## src/rtl/me_pkg.sv

```systemverilog
// Shared definitions for the motion-estimation search controller:
// memory geometry, accumulator width, FSM state type and address helpers.
package me_pkg;

    localparam int RMEM_MAX = 256;
    localparam int SMEM_MAX = 1024;
    localparam int SAD_W    = 16;
    localparam int PIX_W    = 8;

    localparam int RADDR_W  = $clog2(RMEM_MAX);
    localparam int SADDR_W  = $clog2(SMEM_MAX);

    // Starting best SAD; above any reachable sum (256 * 255 = 65280).
    localparam logic [SAD_W-1:0] SAD_INIT = '1;

    typedef enum logic [2:0] {
        ST_IDLE,
        ST_RUN,
        ST_DRAIN,
        ST_CMP,
        ST_DONE
    } me_state_e;

    // Search-window address {sy, sx} for candidate origin (y, x) and block pixel (row, col).
    function automatic logic [SADDR_W-1:0] s_addr(input logic [3:0] y, input logic [4:0] x,
                                                  input logic [3:0] row, input logic [3:0] col);
        logic [4:0] sy;
        logic [4:0] sx;
        sy = {1'b0, y} + {1'b0, row};
        sx = x + {1'b0, col};
        return {sy, sx};
    endfunction

    // 8-bit reported distance: saturate anything above 255.
    function automatic logic [7:0] sat8(input logic [SAD_W-1:0] v);
        return (v > SAD_W'(255)) ? 8'hFF : v[7:0];
    endfunction

endpackage

```

## src/rtl/me_search_ctrl_if.sv

```systemverilog
// Bus between the search controller and its pixel memories / host.
// master: the controller (drives addresses and results).
// slave : memories plus host (drive read data and the start request).
interface me_search_ctrl_if
    import me_pkg::*;
();
    logic                init_signal;
    logic [PIX_W-1:0]    R_val;
    logic [PIX_W-1:0]    S1_val;
    logic [PIX_W-1:0]    S2_val;
    logic [RADDR_W-1:0]  addr_R;
    logic [SADDR_W-1:0]  addr_S1;
    logic [SADDR_W-1:0]  addr_S2;
    logic [7:0]          distance_value;
    logic [3:0]          x_motion;
    logic [3:0]          y_motion;
    logic                complete_signal;

    modport master (
        input  init_signal, R_val, S1_val, S2_val,
        output addr_R, addr_S1, addr_S2,
        output distance_value, x_motion, y_motion, complete_signal
    );

    modport slave (
        output init_signal, R_val, S1_val, S2_val,
        input  addr_R, addr_S1, addr_S2,
        input  distance_value, x_motion, y_motion, complete_signal
    );
endinterface

```

## src/rtl/me_sad_acc.sv

```systemverilog
// Sum-of-absolute-differences accumulator for one candidate stream.
// clr has priority over en so a pass boundary always starts from zero.
module me_sad_acc
    import me_pkg::*;
(
    input  logic             clk,
    input  logic             rst_n,
    input  logic             clr,
    input  logic             en,
    input  logic [PIX_W-1:0] r_pix,
    input  logic [PIX_W-1:0] s_pix,
    output logic [SAD_W-1:0] sad
);

    logic [PIX_W-1:0] diff;
    logic [SAD_W-1:0] acc_reg;

    // Absolute difference of the two pixels, no sign bit needed.
    always_comb begin
        diff = (r_pix >= s_pix) ? (r_pix - s_pix) : (s_pix - r_pix);
    end

    // Clear at pass boundary, otherwise add the difference of valid data.
    always_ff @(posedge clk or negedge rst_n) begin
        if (!rst_n) begin
            acc_reg <= '0;
        end else if (clr) begin
            acc_reg <= '0;
        end else if (en) begin
            acc_reg <= acc_reg + {{(SAD_W-PIX_W){1'b0}}, diff};
        end
    end

    assign sad = acc_reg;

endmodule

```

## src/rtl/me_search_ctrl.sv

```systemverilog
// Full-search block-matching controller: 16x16 reference block against a
// 32x32 window, candidate origins x,y in 0..15, two candidates (x, x+1)
// per pass. Memory reads have one cycle of latency, so accumulation runs
// two cycles behind the address stream; DRAIN absorbs the tail.
// Optional feature macro: ME_EARLY_TERM_EN -- abandon a pass once both
// partial sums already reach the best SAD (result unchanged, faster).
module me_search_ctrl
    import me_pkg::*;
(
    input  logic              clk,
    input  logic              rst_n,
    me_search_ctrl_if.master  bus
);

    me_state_e          state_reg;
    logic [7:0]         pix_reg;        // pixel index currently on the address bus
    logic [3:0]         cy_reg;         // candidate row
    logic [2:0]         cxp_reg;        // candidate pair index, x = 2*cxp (+1 for S2)
    logic               data_valid_reg; // read data on the bus this cycle belongs to the pass
    logic [SAD_W-1:0]   best_reg;
    logic [3:0]         x_motion_reg;
    logic [3:0]         y_motion_reg;
    logic [7:0]         distance_reg;
    logic               complete_reg;
    logic [RADDR_W-1:0] addr_r_reg;
    logic [SADDR_W-1:0] addr_s1_reg;
    logic [SADDR_W-1:0] addr_s2_reg;

    logic [SAD_W-1:0]   sad1;
    logic [SAD_W-1:0]   sad2;
    logic               acc_clr;
    logic               early_stop;

    logic [SAD_W-1:0]   cmp_best;
    logic [3:0]         cmp_x;
    logic [3:0]         cmp_y;
    logic [7:0]         pix_nxt;
    logic [2:0]         cxp_nxt;
    logic [3:0]         cy_nxt;
    logic               last_pass;

    // Accumulators restart at the end of every compare cycle.
    assign acc_clr = (state_reg == ST_CMP);

    me_sad_acc u_acc_s1 (
        .clk   (clk),
        .rst_n (rst_n),
        .clr   (acc_clr),
        .en    (data_valid_reg),
        .r_pix (bus.R_val),
        .s_pix (bus.S1_val),
        .sad   (sad1)
    );

    me_sad_acc u_acc_s2 (
        .clk   (clk),
        .rst_n (rst_n),
        .clr   (acc_clr),
        .en    (data_valid_reg),
        .r_pix (bus.R_val),
        .s_pix (bus.S2_val),
        .sad   (sad2)
    );

`ifdef ME_EARLY_TERM_EN
    // Sums only grow, so once both reach the best this pass cannot win.
    assign early_stop = (sad1 >= best_reg) && (sad2 >= best_reg);
`else
    assign early_stop = 1'b0;
`endif

    // Best-candidate update: S1 first, strict less-than, so earlier scan order wins ties.
    always_comb begin
        cmp_best = best_reg;
        cmp_x    = x_motion_reg;
        cmp_y    = y_motion_reg;
        if (sad1 < cmp_best) begin
            cmp_best = sad1;
            cmp_x    = {cxp_reg, 1'b0};
            cmp_y    = cy_reg;
        end
        if (sad2 < cmp_best) begin
            cmp_best = sad2;
            cmp_x    = {cxp_reg, 1'b1};
            cmp_y    = cy_reg;
        end
    end

    // Next pixel and next candidate pair in scan order (x inner, y outer).
    always_comb begin
        pix_nxt   = pix_reg + 8'd1;
        cxp_nxt   = cxp_reg + 3'd1;
        cy_nxt    = (cxp_reg == 3'd7) ? (cy_reg + 4'd1) : cy_reg;
        last_pass = (cxp_reg == 3'd7) && (cy_reg == 4'd15);
    end

    // Search sequencer with registered addresses and results.
    always_ff @(posedge clk or negedge rst_n) begin
        if (!rst_n) begin
            state_reg      <= ST_IDLE;
            pix_reg        <= '0;
            cy_reg         <= '0;
            cxp_reg        <= '0;
            data_valid_reg <= 1'b0;
            best_reg       <= SAD_INIT;
            x_motion_reg   <= '0;
            y_motion_reg   <= '0;
            distance_reg   <= '0;
            complete_reg   <= 1'b0;
            addr_r_reg     <= '0;
            addr_s1_reg    <= '0;
            addr_s2_reg    <= '0;
        end else begin
            data_valid_reg <= (state_reg == ST_RUN);
            case (state_reg)
                ST_IDLE, ST_DONE: begin
                    if (bus.init_signal) begin
                        // Fresh search: pixel 0 of candidates (0,0) and (1,0).
                        state_reg    <= ST_RUN;
                        pix_reg      <= '0;
                        cy_reg       <= '0;
                        cxp_reg      <= '0;
                        best_reg     <= SAD_INIT;
                        complete_reg <= 1'b0;
                        addr_r_reg   <= '0;
                        addr_s1_reg  <= s_addr(4'd0, 5'd0, 4'd0, 4'd0);
                        addr_s2_reg  <= s_addr(4'd0, 5'd1, 4'd0, 4'd0);
                    end else if (state_reg == ST_DONE) begin
                        complete_reg <= 1'b1;
                    end
                end
                ST_RUN: begin
                    if ((pix_reg == 8'hFF) || early_stop) begin
                        state_reg   <= ST_DRAIN;
                        pix_reg     <= '0;
                        addr_r_reg  <= '0;
                        addr_s1_reg <= '0;
                        addr_s2_reg <= '0;
                    end else begin
                        pix_reg     <= pix_nxt;
                        addr_r_reg  <= pix_nxt;
                        addr_s1_reg <= s_addr(cy_reg, {1'b0, cxp_reg, 1'b0}, pix_nxt[7:4], pix_nxt[3:0]);
                        addr_s2_reg <= s_addr(cy_reg, {1'b0, cxp_reg, 1'b1}, pix_nxt[7:4], pix_nxt[3:0]);
                    end
                end
                ST_DRAIN: begin
                    state_reg <= ST_CMP;
                end
                ST_CMP: begin
                    best_reg     <= cmp_best;
                    x_motion_reg <= cmp_x;
                    y_motion_reg <= cmp_y;
                    distance_reg <= sat8(cmp_best);
                    if (last_pass) begin
                        state_reg <= ST_DONE;
                    end else begin
                        state_reg   <= ST_RUN;
                        cxp_reg     <= cxp_nxt;
                        cy_reg      <= cy_nxt;
                        pix_reg     <= '0;
                        addr_r_reg  <= '0;
                        addr_s1_reg <= s_addr(cy_nxt, {1'b0, cxp_nxt, 1'b0}, 4'd0, 4'd0);
                        addr_s2_reg <= s_addr(cy_nxt, {1'b0, cxp_nxt, 1'b1}, 4'd0, 4'd0);
                    end
                end
                default: begin
                    state_reg <= ST_IDLE;
                end
            endcase
        end
    end

    assign bus.addr_R          = addr_r_reg;
    assign bus.addr_S1         = addr_s1_reg;
    assign bus.addr_S2         = addr_s2_reg;
    assign bus.distance_value  = distance_reg;
    assign bus.x_motion        = x_motion_reg;
    assign bus.y_motion        = y_motion_reg;
    assign bus.complete_signal = complete_reg;

endmodule

```

## src/flat_wrapper.sv

```systemverilog
// flat-port wrapper written by rule: the top's interface ports become plain ports
module me_search_ctrl_flat import me_pkg::*;
  (clk, rst_n, bus_init_signal, bus_R_val, bus_S1_val, bus_S2_val, bus_addr_R, bus_addr_S1, bus_addr_S2, bus_distance_value, bus_x_motion, bus_y_motion, bus_complete_signal);
  me_search_ctrl_if bus_i ();
  input  logic clk;
  input  logic rst_n;
  input wire logic [$bits(bus_i.init_signal)-1:0] bus_init_signal;
  input wire logic [$bits(bus_i.R_val)-1:0] bus_R_val;
  input wire logic [$bits(bus_i.S1_val)-1:0] bus_S1_val;
  input wire logic [$bits(bus_i.S2_val)-1:0] bus_S2_val;
  output wire logic [$bits(bus_i.addr_R)-1:0] bus_addr_R;
  output wire logic [$bits(bus_i.addr_S1)-1:0] bus_addr_S1;
  output wire logic [$bits(bus_i.addr_S2)-1:0] bus_addr_S2;
  output wire logic [$bits(bus_i.distance_value)-1:0] bus_distance_value;
  output wire logic [$bits(bus_i.x_motion)-1:0] bus_x_motion;
  output wire logic [$bits(bus_i.y_motion)-1:0] bus_y_motion;
  output wire logic [$bits(bus_i.complete_signal)-1:0] bus_complete_signal;
  assign bus_i.init_signal = bus_init_signal;
  assign bus_i.R_val = bus_R_val;
  assign bus_i.S1_val = bus_S1_val;
  assign bus_i.S2_val = bus_S2_val;
  assign bus_addr_R = bus_i.addr_R;
  assign bus_addr_S1 = bus_i.addr_S1;
  assign bus_addr_S2 = bus_i.addr_S2;
  assign bus_distance_value = bus_i.distance_value;
  assign bus_x_motion = bus_i.x_motion;
  assign bus_y_motion = bus_i.y_motion;
  assign bus_complete_signal = bus_i.complete_signal;
  me_search_ctrl u_core (.clk(clk), .rst_n(rst_n), .bus(bus_i));
endmodule
```

## config.mk

```make
export PLATFORM = sky130hd
export DESIGN_NAME = me_search_ctrl_flat
export DESIGN_NICKNAME = d
export VERILOG_FILES = /design/src/rtl/me_pkg.sv /design/src/rtl/me_search_ctrl_if.sv /design/src/rtl/me_sad_acc.sv /design/src/rtl/me_search_ctrl.sv /design/src/flat_wrapper.sv
export SDC_FILE = /design/constraint.sdc
export NUM_CORES = 1
export LEC_CHECK = 0
export CAP_MARGIN = 20
export CORE_MARGIN = 10
export CORE_UTILIZATION = 40
export DETAILED_ROUTE_END_ITERATION = 6
export PLACE_DENSITY = 0.64
export SETUP_SLACK_MARGIN = 0.1
export SYNTH_ARGS = -nofsm -noshare
export SYNTH_HDL_FRONTEND = slang
export SYNTH_HIERARCHICAL = 1
export SYNTH_SLANG_ARGS = --single-unit
```

## constraint.sdc

```tcl
create_clock -name clk -period 9.2 [get_ports clk]
set_input_delay 2.76 -clock clk [delete_from_list [all_inputs] [get_ports clk]]
set_output_delay 2.76 -clock clk [all_outputs]
set_load 0.05 [all_outputs]
```

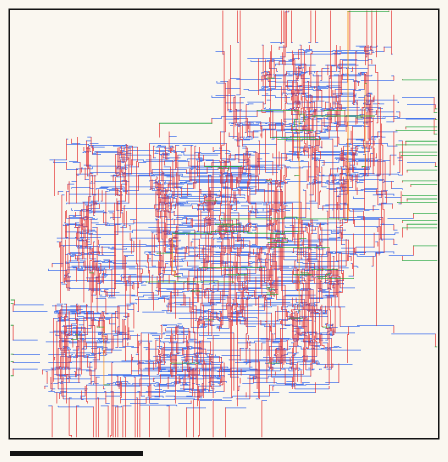
Fig. 1. Wiring by layer (run 1).
Scale bar: 50 µm.
[M1] blue | wire length: 9700 µm
[M2] red | wire length: 9480 µm
[M4] orange | wire length: 224 µm
[M3] green | wire length: 721 µm

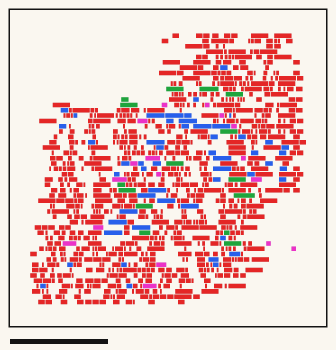
Fig. 2. Cell sizes after repair (run 1).
Scale bar: 50 µm.
[x2] blue | cells: 52 | share: 5.6%
[x3 and x4] magenta | cells: 17 | share: 1.8%
[x6 and larger] green | cells: 15 | share: 1.6%
[x1 and smaller] red | cells: 842 | share: 91%

==> Changelog: implementation, run 1 <==
## Flow update

* Status: finished clean
* Area leader share at 0.260
* Worst-case clock buffer depth at 2
* Ys async rst share at 1.00
* Minimum hold slack at 0.482 ns
* Wire length reported by the detailed router at 20100 µm
* Cells after synthesis at 870
* Growth of design area from synthesis to finish at 15.2%
* Diodes inserted at 0
* GRT Residual Overflow at 0
* Dominant cell by count in the synthesized netlist: ha_1
* Worst Tran Pin Value at 1.05 ns
* Power Total at 2.51 mW
* Non-clock buffer count in the final layout at 77
* Crit share post-route at 0.710
* Post-synth top flop: dfrtp_1
* Antenna viol nets, final at 0
* Worst hold path stage count at 1
* Start point of the worst min-delay path: u_core/bus.addr_S1[2]$_DFFE_PN0P_
* Biggest Area Class: logic gates
* CP max FO at 8
* Via count of the first global-routing pass at 6548
* Max IR drop VDD at 0.172 mV
* Xor-xnor portion of the synthesized cell area at 0.0449
* List of most frequent post-synthesis cells: 91 x ha_1, 83 x dfrtp_1, 80 x inv_1, 63 x a21oi_1, 59 x nand2_1
* Pre-placement core utilization at 0.408
* CP Launch Point: bus_R_val[0]
* Combined flip-flop and latch cell area at 2500 µm²
* Minimum period implied by the final worst setup slack at 6.53 ns
* Root Buffer: clkbuf_16
* Synth area leaders: dfrtp_1 26%, ha_1 14%, dfstp_2 5.3%
* DRC marker count from the first detailed-route iteration at 286
* Avg Synthesized Cell Area at 9.19 µm²
* FILL cells at 1862
* Net count of the finished layout at 1047
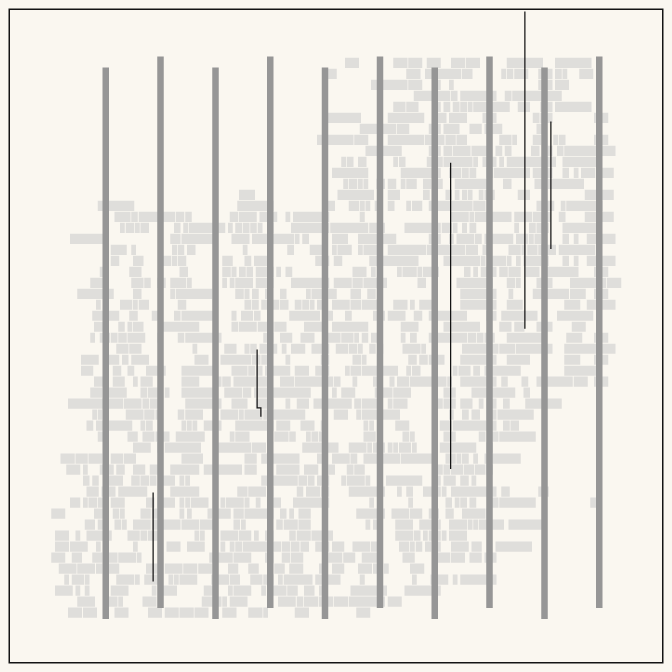
Fig. 3. Metal 4 (run 1).
Supply wires on this layer in gray.
share of all routed wire: 1.1%
main direction: vertical
longest straight run: 78.2 µm
nets with wire on the layer: 4

## run 1: report_power, final
group          switching, mW  leakage, nW  internal, mW
Combinational          0.822         3.00         0.579
Sequential             0.152         1.24         0.545
Clock                  0.190        0.157         0.219
## run 1: critical path, stage by stage
cell and delay, ns:
clkdlybuf4s50_1 0.47, inv_1 0.09, ha_1 0.16, inv_1 0.05, fa_1 0.38, nand3_1 0.10
a31oi_1 0.14, a211oi_4 0.49, mux2i_1 0.28, xnor2_1 0.20, ha_1 0.31, a21oi_1 0.24
a21oi_2 0.10, o41ai_2 0.61, o21ai_0 0.25, a21oi_1 0.17
==> run 2, diff against run 1 <==
- clock period: 9.2 -> 6.65 ns (I/O delays scaled with it)
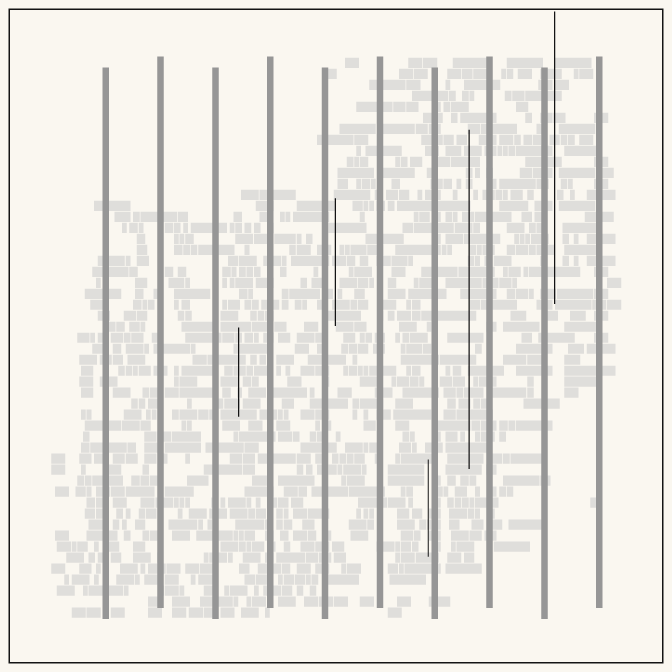
Fig. 4. Metal 4 (run 2).
Supply wires on this layer in gray.
share of all routed wire: 1.2%
wire length on this layer: 233 µm
longest straight run: 83.6 µm
main direction: vertical

==> run 2 against run 1 <==
  * Total power is 38% higher
  * Worst setup slack worse by 1.7 ns
  * Clock skew is essentially flat
  * Combinational power up 39%
  * Worst hold slack got worse by 0.0044 ns
  * Global-route usage fell by 0.31 points
  * Final area is 0.14% lower
  * First-iteration DRC count rose by 34%
  * Via count decreased by 0.75%
  * Clock power is 35% higher
  * Area after synthesis did not move
==> Changelog: implementation, run 2 <==
## Flow update

* Status: finished clean (unchanged)
* Pre-placement core utilization at 0.408 (unchanged)
* Worst Tran Pin Value at 0.983 ns (was 1.05 ns)
* Area leader share at 0.260 (unchanged)
* CP max FO at 8 (unchanged)
* Wire length reported by the detailed router at 19800 µm (was 20100 µm)
* GRT Residual Overflow at 0 (unchanged)
* Combined flip-flop and latch cell area at 2500 µm² (unchanged)
* Via count of the first global-routing pass at 6444 (was 6548)
* Buf+Inv Stages, Crit Path at 3 (unchanged)
* Minimum period implied by the final worst setup slack at 5.71 ns
* Crit share post-route at 0.858
* Root Buffer: clkbuf_16 (unchanged)
* Kind of cell adding the most delay to the critical path: AND-OR/OR-AND gates (unchanged)
* Cells after synthesis at 870 (unchanged)
* Start point of the worst min-delay path: u_core/bus.addr_S1[1]$_DFFE_PN0P_ (was u_core/bus.addr_S1[2]$_DFFE_PN0P_)
* Worst-case clock buffer depth at 2 (unchanged)
* List of most frequent post-synthesis cells: 91 x ha_1, 83 x dfrtp_1, 80 x inv_1, 63 x a21oi_1, 59 x nand2_1 (unchanged)
* Power Total at 3.45 mW (was 2.51 mW)
* Net count of the finished layout at 1047 (unchanged)
* Max IR drop VDD at 0.247 mV (was 0.172 mV)
* Highest cell delay on the worst timing path at 0.48 ns (was 0.61 ns)
* DRC marker count from the first detailed-route iteration at 383 (was 286)
* Dominant cell by count in the synthesized netlist: ha_1 (unchanged)
* Growth of design area from synthesis to finish at 15.1% (was 15.2%)
* Critical-path cell list: clkdlybuf4s50_1, inv_1, ha_1, inv_1, fa_1, nand3_1, a31oi_1, a211oi_4, mux2i_1, xor2_1, ha_1, a21o_1, a211o_1, o221ai_1, or2_2, a21oi_1 (was clkdlybuf4s50_1, inv_1, ha_1, inv_1, fa_1, nand3_1, a31oi_1, a211oi_4, mux2i_1, xnor2_1, ha_1, a21oi_1, a21oi_2, o41ai_2, o21ai_0, a21oi_1)
* Minimum hold slack at 0.478 ns (was 0.482 ns)
* Slowest CP cell: a211oi_4 (was o41ai_2)
* Diodes inserted at 0 (unchanged)
* Biggest Area Class: logic gates (unchanged)
* Synth area leaders: dfrtp_1 26%, ha_1 14%, dfstp_2 5.3% (unchanged)
* Antenna viol nets, final at 0 (unchanged)
## run 2: cell types whose count changed in the layout (fill, tap and decap cells not counted), sizes merged
cell and change:
clkbuf +1, clkinv -2, clkinvlp +1
## run 2: metal layers
| layer | up-vias | share of wire |
|---|---|---|
| met5 | - | 0 |
| met4 | 0 | 0.012 |
| met2 | 105 | 0.47 |
| met1 | 3145 | 0.49 |
| li1 | 3228 | - |
| met3 | 15 | 0.035 |
## run 2: power by group
| part | switching [mW] | leakage, nW | internal (mW) | total, mW |
|---|---|---|---|---|
| logic | 1.14 | 3.00 | 0.802 | 1.94 |
| clock network | 0.245 | 0.150 | 0.306 | 0.551 |
| registers | 0.206 | 1.24 | 0.755 | 0.960 |
Power figures rest on the tool's default switching activity, not on a simulated workload.
